--- src/rtl/systolic_result_collector.sv ---
// Deskews the row-staggered partial-sum bus, requantizes each row (>>> SHIFT, saturate) and queues whole vectors.
// res_valid to out_valid is N+1 cycles; a full FIFO with no pop drops the vector and sets sticky overflow.
module systolic_result_collector #(
  parameter int PARTIAL_SUM_BW = 20,
  parameter int NUM_PE_ROWS    = 8,
  parameter int OUT_BW         = 8,
  parameter int SHIFT          = 6,
  parameter int FIFO_DEPTH     = 4,
  parameter int FRAME_LEN      = 8
) (
  input  logic                                      clk,
  input  logic                                      rstn,
  input  logic                                      res_valid,
  input  logic [NUM_PE_ROWS*PARTIAL_SUM_BW-1:0]     result,
  output logic                                      out_valid,
  input  logic                                      out_ready,
  output logic [NUM_PE_ROWS*OUT_BW-1:0]             out_data,
  output logic                                      out_last,
  output logic                                      overflow,
  output logic [$clog2(FIFO_DEPTH+1)-1:0]           fifo_count
);

  localparam int N   = NUM_PE_ROWS;
  localparam int PSB = PARTIAL_SUM_BW;
  localparam int VW  = N * OUT_BW;
  localparam int CW  = $clog2(FIFO_DEPTH + 1);
  localparam int AW  = (FIFO_DEPTH > 1) ? $clog2(FIFO_DEPTH) : 1;
  localparam int BCW = (FRAME_LEN > 1) ? $clog2(FRAME_LEN) : 1;

  localparam logic signed [PSB-1:0] QMAX = PSB'((1 << (OUT_BW - 1)) - 1);
  localparam logic signed [PSB-1:0] QMIN = ~QMAX;

  function automatic logic [OUT_BW-1:0] requant(input logic signed [PSB-1:0] x);
    logic signed [PSB-1:0] y;
    y = x >>> SHIFT;
    if (y > QMAX)      return QMAX[OUT_BW-1:0];
    else if (y < QMIN) return QMIN[OUT_BW-1:0];
    else               return y[OUT_BW-1:0];
  endfunction

  // Row i waits N-1-i cycles so every row lines up with the last row.
  logic signed [PSB-1:0] aligned [N];

  for (genvar i = 0; i < N; i++) begin : g_deskew
    if (i == N - 1) begin : g_direct
      assign aligned[i] = result[(i+1)*PSB-1 -: PSB];
    end else begin : g_chain
      localparam int D = N - 1 - i;
      logic [PSB-1:0] chain_q [D];
      always_ff @(posedge clk) begin
        chain_q[0] <= result[(i+1)*PSB-1 -: PSB];
        for (int k = 1; k < D; k++) chain_q[k] <= chain_q[k-1];
      end
      assign aligned[i] = chain_q[D-1];
    end
  end

  logic [N-2:0] vld_q;
  logic         qv_q;
  logic [VW-1:0] q_dat_q;
  logic [VW-1:0] q_dat_d;

  always_comb begin
    q_dat_d = '0;
    for (int i = 0; i < N; i++) q_dat_d[i*OUT_BW +: OUT_BW] = requant(aligned[i]);
  end

  always_ff @(posedge clk) begin
    q_dat_q <= q_dat_d;
    if (!rstn) begin
      vld_q <= '0;
      qv_q  <= 1'b0;
    end else begin
      vld_q <= {vld_q[N-3:0], res_valid};
      qv_q  <= vld_q[N-2];
    end
  end

  logic [VW-1:0]  mem_q [FIFO_DEPTH];
  logic [AW-1:0]  wr_q, rd_q;
  logic [CW-1:0]  cnt_q, cnt_d;
  logic [BCW-1:0] beat_q, beat_d;
  logic           ovf_q, ovf_d;
  logic           full, pop, wr_en;

  assign full  = (cnt_q == CW'(FIFO_DEPTH));
  assign pop   = out_valid && out_ready;
  // A pop in the same cycle frees the slot the push needs.
  assign wr_en = qv_q && (!full || pop);

  always_comb begin
    cnt_d  = cnt_q;
    if (wr_en && !pop)      cnt_d = cnt_q + 1'b1;
    else if (!wr_en && pop) cnt_d = cnt_q - 1'b1;
    ovf_d  = ovf_q | (qv_q && full && !pop);
    beat_d = beat_q;
    if (pop) beat_d = (beat_q == BCW'(FRAME_LEN - 1)) ? '0 : beat_q + 1'b1;
  end

  always_ff @(posedge clk) begin
    if (wr_en) mem_q[wr_q] <= q_dat_q;
  end

  always_ff @(posedge clk) begin
    if (!rstn) begin
      wr_q   <= '0;
      rd_q   <= '0;
      cnt_q  <= '0;
      beat_q <= '0;
      ovf_q  <= 1'b0;
    end else begin
      if (wr_en) wr_q <= wr_q + 1'b1;
      if (pop)   rd_q <= rd_q + 1'b1;
      cnt_q  <= cnt_d;
      beat_q <= beat_d;
      ovf_q  <= ovf_d;
    end
  end

  // Head is masked when empty so the un-reset storage never leaks out.
  assign out_valid  = (cnt_q != '0);
  assign out_data   = out_valid ? mem_q[rd_q] : '0;
  assign out_last   = out_valid && (beat_q == BCW'(FRAME_LEN - 1));
  assign overflow   = ovf_q;
  assign fifo_count = cnt_q;

endmodule

--- config.mk ---
export PLATFORM = sky130hd
export DESIGN_NAME = systolic_result_collector
export DESIGN_NICKNAME = d
export VERILOG_FILES = /design/src/rtl/systolic_result_collector.sv
export SDC_FILE = /design/constraint.sdc
export NUM_CORES = 1
export LEC_CHECK = 0
export CORE_ASPECT_RATIO = 0.9
export CORE_MARGIN = 5
export CORE_UTILIZATION = 49
export DETAILED_ROUTE_END_ITERATION = 6
export PLACE_DENSITY = 0.83
export SETUP_SLACK_MARGIN = 0.02
export SYNTH_ARGS = -nofsm -noshare
export SYNTH_HDL_FRONTEND = slang
export SYNTH_SLANG_ARGS = --single-unit
--- constraint.sdc ---
create_clock -name clk -period 2.72 [get_ports clk]
set_input_delay 0.408 -clock clk [delete_from_list [all_inputs] [get_ports clk]]
set_output_delay 0.408 -clock clk [all_outputs]
set_load 0.005 [all_outputs]
==> results_dict.tcl, run 1 <==
# flow metrics
set metrics [dict create \
    first_pass_iters 5 \
    path_cells "buf_12 > buf_12 > buf_16 > buf_4 > mux4_2 > and2_1 > clkbuf_2" \
    fp_util 0.497 \
    dr_wl_met2_um 18700 \
    flops 733 \
    cts_resized 103 \
    yosys_warnings 0 \
    grt_use_met1 0.206 \
    insertion_delay_ns 0.59 \
    synthAoiAreaFrac 0.0261 \
    hold_path_end "g_deskew[0].g_chain.chain_q[0][10]" \
    largest_class "flip-flops and latches" \
    synth_top_area_share 0.458 \
    grt_max_degree 65 \
    clkbuf_count 95 \
    dp_hpwl_um 21200 \
    synth-main-ff-cell "dfxtp_1" \
    synthToLayoutAreaGrowth_pct 25.9 \
    met1Wirelength_um 15200 \
    cts_root_buffer "clkbuf_16" \
    cp-end-kind "output pin" \
    antenna_cells 0 \
    inverters 3 \
    ys_sh_mux 0.0706 \
    grt_usage 0.157 \
    status "completed" \
    final_nets 1548 \
    portBuffers 185 \
    synth.logic.top_family "multiplexers" \
    ys_types 34 \
    drc 0 \
    cts-buffers-inserted 68 \
    fin_crit_sh 0.985 \
    synth_xor_xnor_area_share 0.00168 \
    globalplace.congestion 0.749 \
    area_leaders "dfxtp_1 (46%), edfxtp_1 (37%), mux4_2 (6.9%)" \
    layout_setup_ws_ns 0.0403 \
    async_reset_ff_frac 0 \
    largest_register_ffs 392 \
    ys_sh_adder 0.00517 \
    yosysCellCount 1127 \
    holdBufCountCts 0 \
    tightest_slew_ns 1.01 \
    first_global_vias 10400 \
    clkSlewWorstSetupHoldPaths_ns 0.06 \
    core.rowCount 71 \
    gr-total-overflow 0 \
    cap_violations 0 \
    top_layer "met4" \
    min_from "result[10]" \
    finalCriticalPeriod_ns 2.68 \
    top_usage_layer "met2" \
    core_mm2 0.0419 \
    slew_headroom 0.327 \
    worstRegToRegCells 7 \
    postSynthAreaPerCell_um2 18.5 \
    synth_seq_share 0.828 \
    die_x_um 227 \
    cts_buffer_depth 3 \
    critPathBufInv 5 \
    wirelength_um 36500 \
    r2r_start "fifo_count[0]" \
    tap_cells 547 \
]
run 1: power by group:
group	switching [mW]	total, mW	internal [mW]
Sequential	0.254	12.0	11.7
Clock	3.98	9.33	5.36
Combinational	1.62	4.08	2.46
Total	5.85	25.4	19.6
run 1: logic make-up after synthesis:
kind of cell / after synthesis
XOR/XNOR: 4
adder cells (fa/ha/maj): 8
buffers and inverters: 65
multiplexers: 67
AND/OR/NAND/NOR: 186
AND-OR/OR-AND: 64
flip-flops: 733
run 1: stage by stage:
step | hold slack (ns) | util | cells | setup TNS, ns
after floorplan | 0.310 | - | 1127 | 0
after global placement | 0.310 | 0.557 | 1811 | 0
after detailed placement | 0.312 | 0.557 | 1811 | 0
after CTS | 0.214 | 0.618 | 1955 | -0.219
after global routing | 0.218 | 0.625 | 1978 | -0.384
final | 0.254 | 0.625 | 1978 | 0
==> run_1/congestion.png <==
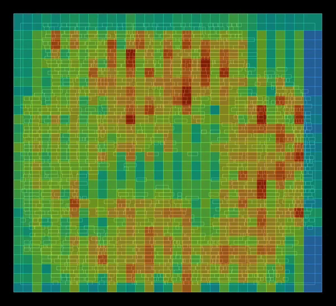
met3 Use GR: 0.0350
met2 Usage GRT: 0.268

==> run_1/layer_met3.png <==
Drawn at 1 px/um.
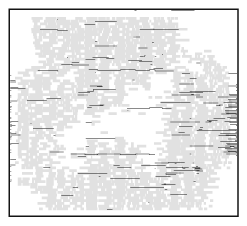
share of all routed wire	5.3%
main direction	horizontal
longest straight run	39.1 um
wire length on this layer	1930 um

==> run_1/by_instance.png <==
Drawn at 2 px/um. Other sequential cells in the stronger grey, the rest of the logic in the fainter grey.
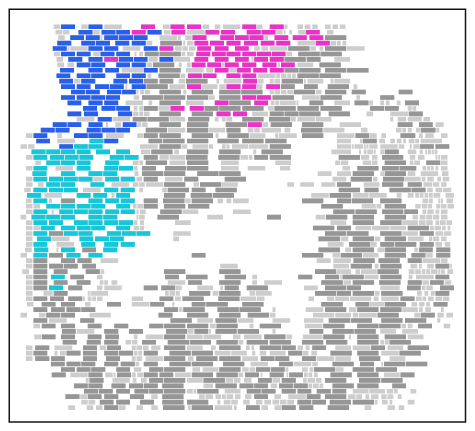
scope	colour	sequential cells	where
g_deskew[1]	blue	84	north-west
g_deskew[0]	cyan	98	west
g_deskew[2]	magenta	70	north
not coloured	481
non-filler instance count after layout: 1978
fin util: 0.625
die footprint: 0.0467 mm^2

==> run_1/flops_by_reg.png <==
Drawn at 1 px/um. Other sequential cells in the stronger grey, the rest of the logic in the fainter grey.
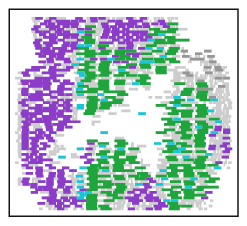
name in the netlist	colour	sequential cells
g_deskew.g_chain.chain_q	purple	392
q_dat_q	cyan	64
mem_q	green	256
Reg area: 0.0172 mm^2
Sequential Power: 12.0 mW
flop share of the area: 0.658

## Run 2: what changed since run 1
--- a/config.mk
+++ b/config.mk
@@ -11,6 +11,7 @@
 export DETAILED_ROUTE_END_ITERATION = 6
 export PLACE_DENSITY = 0.83
 export SETUP_SLACK_MARGIN = 0.02
+export SKIP_LAST_GASP = 1
 export SYNTH_ARGS = -nofsm -noshare
 export SYNTH_HDL_FRONTEND = slang
 export SYNTH_SLANG_ARGS = --single-unit
==> run_2/flops_by_reg.png <==
Drawn at 1 px/um. Other sequential cells in the stronger grey, the rest of the logic in the fainter grey.
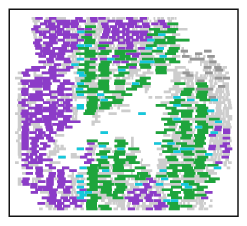
name in the netlist	colour	sequential cells
g_deskew.g_chain.chain_q	purple	392
q_dat_q	cyan	64
mem_q	green	256
not coloured	21

==> run_2/congestion.png <==
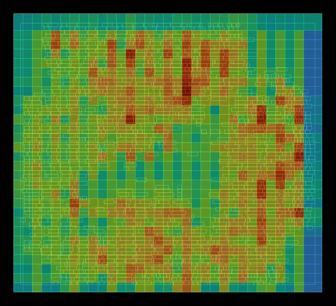
Top Usage Layer GRT: met2
fin util: 0.626

==> results_dict.tcl, run 2 <==
# flow metrics
set metrics [dict create \
    pwr-share-comb 0.155 \
    seq-cell-share 0.657 \
    first_pass_iters 7 \
    met3_usage 0.0348 \
    synth_top_cell_by_area "dfxtp_1" \
    cts_buffer_depth 3 \
    dr_wl_met2_um 18700 \
    synth_chip_area_mm2 0.0208 \
    ys_types 34 \
    synthToLayoutAreaGrowth_pct 26.1 \
    met1Wirelength_um 15100 \
    grt_use_met1 0.206 \
    layout_setup_ws_ns -0.117 \
    cap_violations 0 \
    synth-main-ff-cell "dfxtp_1" \
    cts-buffers-inserted 68 \
    buffer_area_frac 0.101 \
    grt_usage 0.158 \
    top_layer "met4" \
    hold_ws_ns 0.252 \
    inverters 3 \
    status "finished with violations" \
    final_cells 1984 \
    seq_power_mw 12.0 \
    violations "negative setup slack" \
    critPathBufInv 3 \
    postSynthAreaPerCell_um2 18.5 \
    fin_tns_setup_ns -1.35 \
    wirelength_um 36500 \
    drc 0 \
    gr-usage-met2 0.269 \
    power_switching_mw 5.76 \
    synthAoiAreaFrac 0.0261 \
    globalplace.congestion 0.749 \
    tap_cells 547 \
    synth_xor_xnor_area_share 0.00168 \
    power.combinational.total_mw 3.92 \
    gr-total-overflow 0 \
    slew_headroom 0.326 \
    grt_max_degree 65 \
    core_mm2 0.0419 \
    ys_sh_adder 0.00517 \
    synth.logic.top_family "multiplexers" \
    min_from "result[10]" \
    clkSlewWorstSetupHoldPaths_ns 0.06 \
    cts_resized 48 \
    holdBufCountCts 0 \
    largest_class "flip-flops and latches" \
    r2r_start "fifo_count[0]" \
    synth_seq_share 0.828 \
    setup_violations 18 \
    final_nets 1554 \
    core.rowCount 71 \
    clkPwrFrac 0.369 \
    flop_area_mm2 0.0172 \
    switching_share 0.228 \
    ys_sh_mux 0.0706 \
    area_leaders "dfxtp_1 (46%), edfxtp_1 (37%), mux4_2 (6.9%)" \
    fp_util 0.497 \
    insertion_delay_ns 0.59 \
    async_reset_ff_frac 0 \
    dp_hpwl_um 21200 \
    path_cells "buf_12 > buf_16 > mux4_2 > and2_1 > clkdlybuf4s50_1" \
    flops 733 \
    cp-end-kind "output pin" \
    power_leader "sequential cells" \
    fin_crit_sh 1.04 \
    synth_top_area_share 0.458 \
    p_seq_frac 0.476 \
]
## run 2: netlist changes by cell type in the layout (fill, tap and decap cells not counted), sizes merged
| cell | before | now |
|---|---|---|
| dlymetal6s2s | 3 | 23 |
| clkdlybuf4s50 | 121 | 133 |
| dlygate4sd2 | 21 | 11 |
| clkdlybuf4s15 | 9 | 1 |
| buf | 64 | 60 |
| clkbuf | 118 | 114 |
## run 2: worst paths after layout
kind              slack, ns                                 end  depth (start not counted)
hold / removal         0.25  g_deskew[0].g_chain.chain_q[0][10]                          1
hold reg to reg        0.31  g_deskew[2].g_chain.chain_q[0][59]                          0
setup reg to reg       0.32                       fifo_count[2]                          7
setup / recovery      -0.12                         out_data[1]                          5
Power figures rest on the tool's default switching activity, not on a simulated workload.
